<file path="src/rtl/shift_left_seq.sv">
// Iterative lane left-shifter: moves a LANES*LANE_W word left by 0..MAX_SHIFT
// lanes, one lane per clock, filling vacated low lanes with a fill pattern.
module shift_left_seq #(
  parameter int LANES     = 10,
  parameter int LANE_W    = 5,
  parameter int SHIFT_W   = 3,
  parameter int MAX_SHIFT = 4
) (
  input  logic                      clk,
  input  logic                      rst,
  input  logic                      in_valid,
  output logic                      in_ready,
  input  logic [LANES*LANE_W-1:0]   in,
  input  logic [SHIFT_W-1:0]        shift,
  input  logic [LANE_W-1:0]         fill,
  output logic                      out_valid,
  input  logic                      out_ready,
  output logic [LANES*LANE_W-1:0]   out,
  output logic                      out_err
);

  localparam int W = LANES * LANE_W;
  localparam logic [SHIFT_W-1:0] MAX_SHIFT_L = SHIFT_W'(MAX_SHIFT);
  localparam logic [SHIFT_W-1:0] CNT_ONE     = SHIFT_W'(1);

  typedef enum logic [1:0] {
    IDLE  = 2'd0,
    SHIFT = 2'd1,
    DONE  = 2'd2
  } state_t;

  state_t               state_q, state_d;
  logic [W-1:0]         data_q, data_d;
  logic [LANE_W-1:0]    fill_q, fill_d;
  logic [SHIFT_W-1:0]   cnt_q, cnt_d;
  logic [W-1:0]         out_q, out_d;
  logic                 err_q, err_d;
  logic [W-1:0]         data_shifted;

  // One lane step: drop the top lane, insert the captured fill at the bottom.
  assign data_shifted = (data_q << LANE_W) | {{(W-LANE_W){1'b0}}, fill_q};

  always_comb begin
    state_d = state_q;
    data_d  = data_q;
    fill_d  = fill_q;
    cnt_d   = cnt_q;
    out_d   = out_q;
    err_d   = err_q;
    case (state_q)
      IDLE: begin
        if (in_valid) begin
          data_d = in;
          fill_d = fill;
          cnt_d  = shift;
          if (shift > MAX_SHIFT_L) begin
            err_d   = 1'b1;
            out_d   = in;
            state_d = DONE;
          end else if (shift == {SHIFT_W{1'b0}}) begin
            err_d   = 1'b0;
            out_d   = in;
            state_d = DONE;
          end else begin
            err_d   = 1'b0;
            state_d = SHIFT;
          end
        end
      end
      SHIFT: begin
        data_d = data_shifted;
        cnt_d  = cnt_q - CNT_ONE;
        if (cnt_q == CNT_ONE) begin
          out_d   = data_shifted;
          state_d = DONE;
        end
      end
      DONE: begin
        if (out_ready) state_d = IDLE;
      end
      default: state_d = IDLE;
    endcase
  end

  always_ff @(posedge clk) begin
    if (rst) begin
      state_q <= IDLE;
      data_q  <= '0;
      fill_q  <= '0;
      cnt_q   <= '0;
      out_q   <= '0;
      err_q   <= 1'b0;
    end else begin
      state_q <= state_d;
      data_q  <= data_d;
      fill_q  <= fill_d;
      cnt_q   <= cnt_d;
      out_q   <= out_d;
      err_q   <= err_d;
    end
  end

  assign in_ready  = (state_q == IDLE) && !rst;
  assign out_valid = (state_q == DONE);
  assign out       = out_q;
  assign out_err   = err_q;

endmodule

</file>
<file path="config.mk">
export PLATFORM = sky130hd
export DESIGN_NAME = shift_left_seq
export DESIGN_NICKNAME = d
export VERILOG_FILES = /design/src/rtl/shift_left_seq.sv
export SDC_FILE = /design/constraint.sdc
export NUM_CORES = 1
export LEC_CHECK = 0
export CAP_MARGIN = 25
export CORE_UTILIZATION = 36
export DETAILED_ROUTE_END_ITERATION = 7
export PLACE_DENSITY = 0.67
export SETUP_SLACK_MARGIN = 0.15
export SLEW_MARGIN = 20
export SYNTH_ARGS = -nofsm -noshare
export SYNTH_HDL_FRONTEND = slang
export SYNTH_SLANG_ARGS = --single-unit
export TNS_END_PERCENT = 50
</file>
<file path="constraint.sdc">
create_clock -name clk -period 2 [get_ports clk]
set_clock_uncertainty 0.2 [all_clocks]
set_input_delay 0.2 -clock clk [delete_from_list [all_inputs] [get_ports clk]]
set_output_delay 0.2 -clock clk [all_outputs]
set_load 0.05 [all_outputs]
</file>
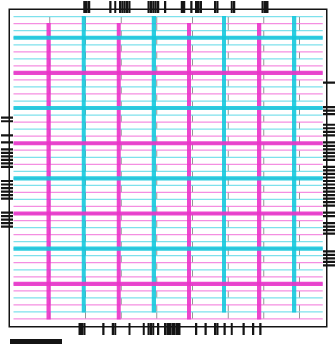
*PDN straps and rails, run 1*
The bar under the picture is 20 um long. Pins as bars on the die edge. Tap cells in grey.
[cyan] VDD
[magenta] VSS
met5 straps: 8
tap cells: 180
met1 rails: 44
rows: 43
highest ir drop seen on vdd: 0.0005028 V
Core Box Area: 0.01399 mm2
Die Span Y: 122.3 um
width of the die: 122.3 um

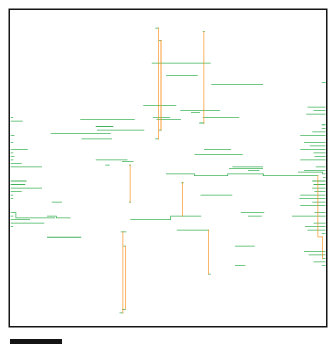
*Routed metal, one colour a layer, run 1*
The bar under the picture is 20 um long. Only two layers are drawn.
[green] M3 | wire length: 753 um
[orange] M4 | wire length: 247 um
vias after detailed routing: 4729
final routed wirelength across all metal layers: 14.93 mm

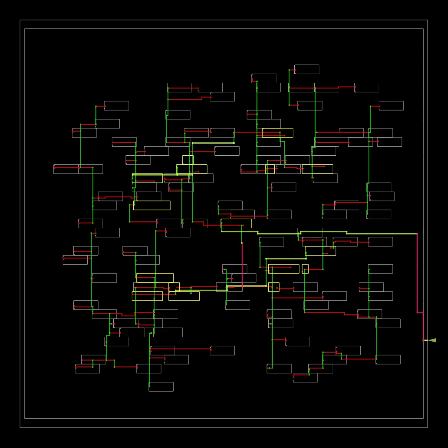
*Clock wiring as the flow saved it, run 1*
total number of sequential cells: 106
CTS sink cnt: 106
clock buffers created by TritonCTS: 9
CLK BUF: 9
clock network power consumption: 1.93 mW

==> results.toml, run 1 <==
# flow metrics
[status]
run_status = "finished, final reports clean"

[final_timing]
rsz0062_at_grt = "yes"
max_freq_ghz = 0.5284
setup-violations-final = 0
fin_worst_hold_slack_ns = 0.1251
final_hold_viol_count = 0
slew-limit-headroom_pct = 56.29
period_minus_slack_ns = 1.892

[placed_design]
place.gp.congestion = 0.7924

[global_route]
grt_pass1_wl_mm = 23.72
number_of_antenna_violations_at_the_first_check_in_global_routing = 0

[synth]
asyncSetResetFlopFracSynth_pct = 0
synthMuxAreaShare_pct = 0.1923
top_cells_by_area = "sky130_fd_sc_hd__dfxtp_1 41%, sky130_fd_sc_hd__a221oi_2 14%, sky130_fd_sc_hd__a211oi_1 7.5%, sky130_fd_sc_hd__nand2_1 7.4%, sky130_fd_sc_hd__nor2b_1 6.2%"
postSynth.topFlopCell = "sky130_fd_sc_hd__dfxtp_1"
syn-instance-count = 599
synth.cell_area_mm2 = 0.005206
synth_simple_gate_area_share_pct = 15.21

[layout]
most-common-layout-cells = "104 x sky130_fd_sc_hd__dfxtp_1, 103 x sky130_fd_sc_hd__nand2_1, 67 x sky130_fd_sc_hd__clkdlybuf4s50_1"
area.growth.synth_to_final_pct = 37.44
post_route_cells_drive_above_1_share_pct = 15.88
filler_cell_count = 1269

[worst_setup_path]
critical_path_class = "flop to output port"
worstPathCellList = "clkdlybuf4s50_1"
critical_path.top_delay_family = "buffers and inverters"
critPathSlowestCell = "sky130_fd_sc_hd__clkdlybuf4s50_1"

[pwr]
p_comb_share_pct = 31.5
cellPowerDensity_mw_per_mm2 = 917.0
switching_share_pct = 34.40
share_clk_of_total_power_pct = 29.4
p_int_mw = 4.304

[routing]
drtIter0Drc = 380
==> run 1: synthesized netlist by cell type (2+ instances only) <==
| library cell | count |
|---|---|
| sky130_fd_sc_hd__a221oi_2 | 49 |
| sky130_fd_sc_hd__buf_2 | 18 |
| sky130_fd_sc_hd__clkbuf_1 | 35 |
| sky130_fd_sc_hd__nor2_1 | 2 |
| sky130_fd_sc_hd__nand2b_1 | 4 |
| sky130_fd_sc_hd__nor2b_1 | 52 |
| sky130_fd_sc_hd__nand2_1 | 103 |
| sky130_fd_sc_hd__o21ai_0 | 46 |
| sky130_fd_sc_hd__a31oi_1 | 46 |
| sky130_fd_sc_hd__buf_6 | 7 |
| sky130_fd_sc_hd__inv_1 | 54 |
| sky130_fd_sc_hd__a21oi_1 | 7 |
| sky130_fd_sc_hd__dfxtp_1 | 106 |
| sky130_fd_sc_hd__a211oi_1 | 52 |
| sky130_fd_sc_hd__ha_1 | 3 |
==> run 1: sequential cells by signal, indices dropped and copies added (netlist names) <==
signal	flops
out	50
cnt_q	3
fill_q	5
data_q	45
out_err	1
state_q	2
==> run 1: tightest hold or removal path, delay by kind of cell <==
family                 cells  cell delay [ns]
buffers and inverters      1             0.23
AND-OR/OR-AND              2             0.20
==> run 1: logic make-up (layout without fill, tap and decap cells) <==
kind of cell | after synthesis | after routing
mux | 1 | 1
fa+ha+maj | 3 | 3
flops | 106 | 106
simple gates | 167 | 167
buf+inv | 115 | 215
compound gates | 207 | 207
==> run 1: power groups by stage <==
| stage | sequential [mW] | clock, mW | combinational, mW |
|---|---|---|---|
| floorplan | 2.96 | 0 | 0.970 |
| global placement | 2.61 | 0 | 1.96 |
| detailed placement | 2.62 | 0 | 2.00 |
| CTS | 2.57 | 1.95 | 2.08 |
| global route | 2.59 | 2.04 | 2.22 |
| finish | 2.56 | 1.93 | 2.07 |
==> run 1: cell type report <==
type	count	area, um2	area share [%]
inverters	54	202.7	2.833
repair buffers	145	1633	22.82
clock buffers	9	225.2	3.147
flip-flops and latches	106	2127	29.73
well taps	180	225.2	3.147
multi-input cells	378	2644	36.95
clock inverters	7	98.84	1.381
==> run 1: through the flow <==
step                      utilization [%]  area, um2  std cells  setup WS [ns]
after detailed placement            47.21       6604        856        -0.3823
after global placement              47.21       6604        856        -0.3204
final                               51.15       7156        879         0.1075
after CTS                           50.47       7061        879        0.05583
after global routing                51.15       7156        879        0.04845
after floorplan                         -       5245        599         0.1571
==> run 1: layer usage <==
layer / global-route usage (%) / share of wire (%)
met5: 0 / 0
met3: 4.182 / 5.0
met4: 5.716 / 1.6
met1: 25.61 / 45
met2: 34.80 / 49
==> run 1: final timing paths <==
kind	end	start	slack (ns)
hold reg to reg	out[46]	out[46]	0.26
hold / removal	cnt_q[1]	shift[1]	0.13
setup / recovery	out[43]	out[43]	0.11
setup reg to reg	out[48]	cnt_q[1]	0.20
==> run 1: timing repair <==
action / in CTS / in global routing
cloned: 3 / 0
pin swaps: 6 / 0
buffers inserted: 3 / 0
endpoints found under the setup margin: 102 / 77
resized: 12 / 38
hold endpoints to repair: 1 / 0
hold buffers: 1 / 0
## Run 2: what changed since run 1
--- a/config.mk
+++ b/config.mk
@@ -8,7 +8,6 @@
 export CAP_MARGIN = 25
 export CORE_UTILIZATION = 36
 export DETAILED_ROUTE_END_ITERATION = 7
-export PLACE_DENSITY = 0.67
 export SETUP_SLACK_MARGIN = 0.15
 export SLEW_MARGIN = 20
 export SYNTH_ARGS = -nofsm -noshare
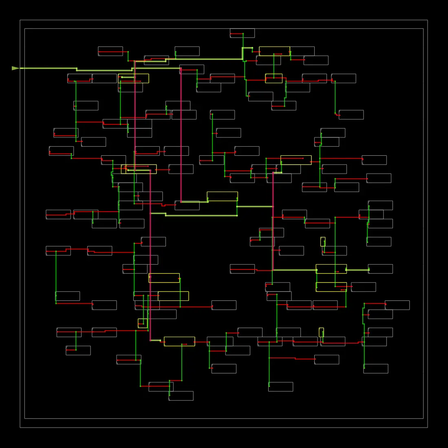
*Clock wiring as the flow saved it, run 2*
clk latency late pin: 0.35 ns
clock network power consumption: 1.74 mW
CLK BUF: 14

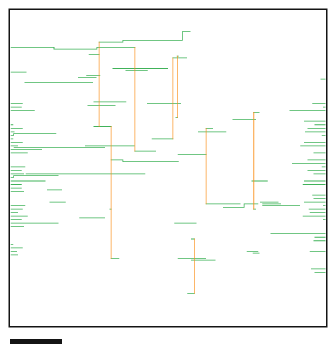
*Routed metal, one colour a layer, run 2*
The bar under the picture is 20 um long. Only two layers are drawn.
[orange] M4 | wire length: 267 um
[green] M3 | wire length: 899 um
wire length per cell: 17.14 um
final routed wirelength across all metal layers: 15.17 mm
vias after detailed routing: 4763
overall fraction of global-route tracks in use: 21.03%

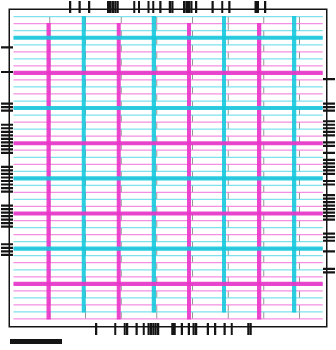
*PDN straps and rails, run 2*
The bar under the picture is 20 um long. Pins as bars on the die edge. Tap cells in grey.
[magenta] VSS
[cyan] VDD
met5 straps: 8
tap cells: 180
met4 straps: 8
highest ir drop seen on vdd: 0.0003761 V

==> results.toml, run 2 <==
# flow metrics
[layout]
most-common-layout-cells = "104 x sky130_fd_sc_hd__dfxtp_1, 103 x sky130_fd_sc_hd__nand2_1, 57 x sky130_fd_sc_hd__clkdlybuf4s50_1"
area.growth.synth_to_final_pct = 39.58
finish.utilization_pct = 51.95
largest_register_ffs = 50

[synth]
netlist_top_cells_count = "106 x sky130_fd_sc_hd__dfxtp_1, 103 x sky130_fd_sc_hd__nand2_1, 54 x sky130_fd_sc_hd__inv_1, 52 x sky130_fd_sc_hd__a211oi_1, 52 x sky130_fd_sc_hd__nor2b_1"
synth_area_leader_cell = "sky130_fd_sc_hd__dfxtp_1"
asyncSetResetFlopFracSynth_pct = 0
yosysMostFrequentCell = "sky130_fd_sc_hd__dfxtp_1"
syn-instance-count = 599
postSynth.topFlopCell = "sky130_fd_sc_hd__dfxtp_1"
top_cells_by_area = "sky130_fd_sc_hd__dfxtp_1 41%, sky130_fd_sc_hd__a221oi_2 14%, sky130_fd_sc_hd__a211oi_1 7.5%, sky130_fd_sc_hd__nand2_1 7.4%, sky130_fd_sc_hd__nor2b_1 6.2%"
synth.cell_area_mm2 = 0.005206

[floorplan]
pin_count = 115
floorplan.core_area_mm2 = 0.01399
dieHeight_um = 122.3
die_width_um = 122.3

[clock_network]
max-clock-path-buffers = 2
clock_sink_count = 106
clkTransAtPathRegs_ns = 0.07

[worst_setup_path]
regToRegEndpoint = "out[39]"
crit-reg2reg-launch = "state_q[0]"
critPathLaunch = "state_q[1]"
worstPathCellList = "buf_6 -> nor2b_2 -> buf_12"
critical_path.top_delay_family = "flip-flops"
critical_path_class = "flop to output port"
r2r_setup_slack_ns = 0.18

[final_timing]
setup-violations-final = 0
max_freq_ghz = 0.5403
rsz0062_at_grt = "yes"
period_minus_slack_ns = 1.851

[placed_design]
hpwlAfterDp_mm = 9.666

[min_path]
min_to = "cnt_q[1]"
hp-start = "shift[1]"

[global_route]
number_of_antenna_violations_at_the_first_check_in_global_routing = 0
grt_pass1_wl_mm = 24.34

[status]
run_status = "finished, final reports clean"

[routing]
drtIter0Drc = 382

[pwr]
cellPowerDensity_mw_per_mm2 = 886.2
run 2: power breakdown:
group | internal (mW) | leakage [nW] | total (mW) | switching (mW)
Clock | 0.951 | 0.134 | 1.74 | 0.789
Sequential | 2.37 | 0.877 | 2.55 | 0.181
Combinational | 0.877 | 2.24 | 2.15 | 1.27
Total | 4.20 | 3.25 | 6.44 | 2.24
run 2: repair_timing:
| item | CTS | global route |
|---|---|---|
| gates cloned | 5 | 0 |
| setup buffers | 3 | 4 |
| pin swaps | 3 | 4 |
| hold buffers | 1 | 0 |
| setup endpoints to repair | 103 | 109 |
| resized | 20 | 48 |
| hold endpoints to repair | 8 | 0 |
run 2: logic make-up after synthesis:
kind of cell / count (synthesis) / synth area share, %
mux: 1 / 0.1923
flops: 106 / 40.76
compound gates: 207 / 33.38
fa+ha+maj: 3 / 0.7211
simple gates: 167 / 15.21
buf+inv: 115 / 9.733
run 2: per-layer routing:
metal	vias up	GRT usage, %	routed length (um)	part of all wire, %
met3	20	4.275	898	5.9
met2	140	32.30	6917	46
li1	2336	-	-	-
met4	0	7.241	266	1.8
met5	-	0	0	0
met1	2267	29.12	7090	47
run 2: worst max path at each step:
stage,end,slack (ns),depth (start not counted)
after detailed placement,out[49],-0.36,7
final,out_valid,0.15,3
after CTS,out_valid,0.06,3
after floorplan,out[0],0.16,7
after global routing,out_valid,0.08,3
after global placement,out[49],-0.32,7
run 2: worst reg2reg max path: stages, from the launching register on:
cell	delay, ns
sky130_fd_sc_hd__dfxtp_4	0.37
sky130_fd_sc_hd__buf_2	0.19
sky130_fd_sc_hd__buf_6	0.30
sky130_fd_sc_hd__nor2b_1	0.10
sky130_fd_sc_hd__a211oi_1	0.43
sky130_fd_sc_hd__a221oi_4	0.10
run 2: cell type report:
class | instances | area, um2
repair buffers | 152 | 1757
multi-input cells | 378 | 2673
clock buffers | 14 | 275.3
well taps | 180 | 225.2
flip-flops and latches | 106 | 2127
inverters | 54 | 202.7
clock inverters | 1 | 7.507
fillers | 1320 | 6721
run 2: per-stage QoR:
step | hold WS (ns) | std cells | setup TNS [ns] | setup WS, ns | area (um2)
5_1_grt | 0.07207 | 885 | 0 | 0.07515 | 7267
4_1_cts | 0.07694 | 881 | 0 | 0.05537 | 7089
3_5_place_dp | 0.2525 | 857 | -16.01 | -0.3575 | 6624
3_3_place_gp | 0.2500 | 857 | -15.21 | -0.3166 | 6624
2_1_floorplan | 0.1360 | 599 | 0 | 0.1571 | 5245
6_report | 0.06038 | 885 | 0 | 0.1491 | 7267
No activity file was given, so power comes from the tool's default toggle rates.
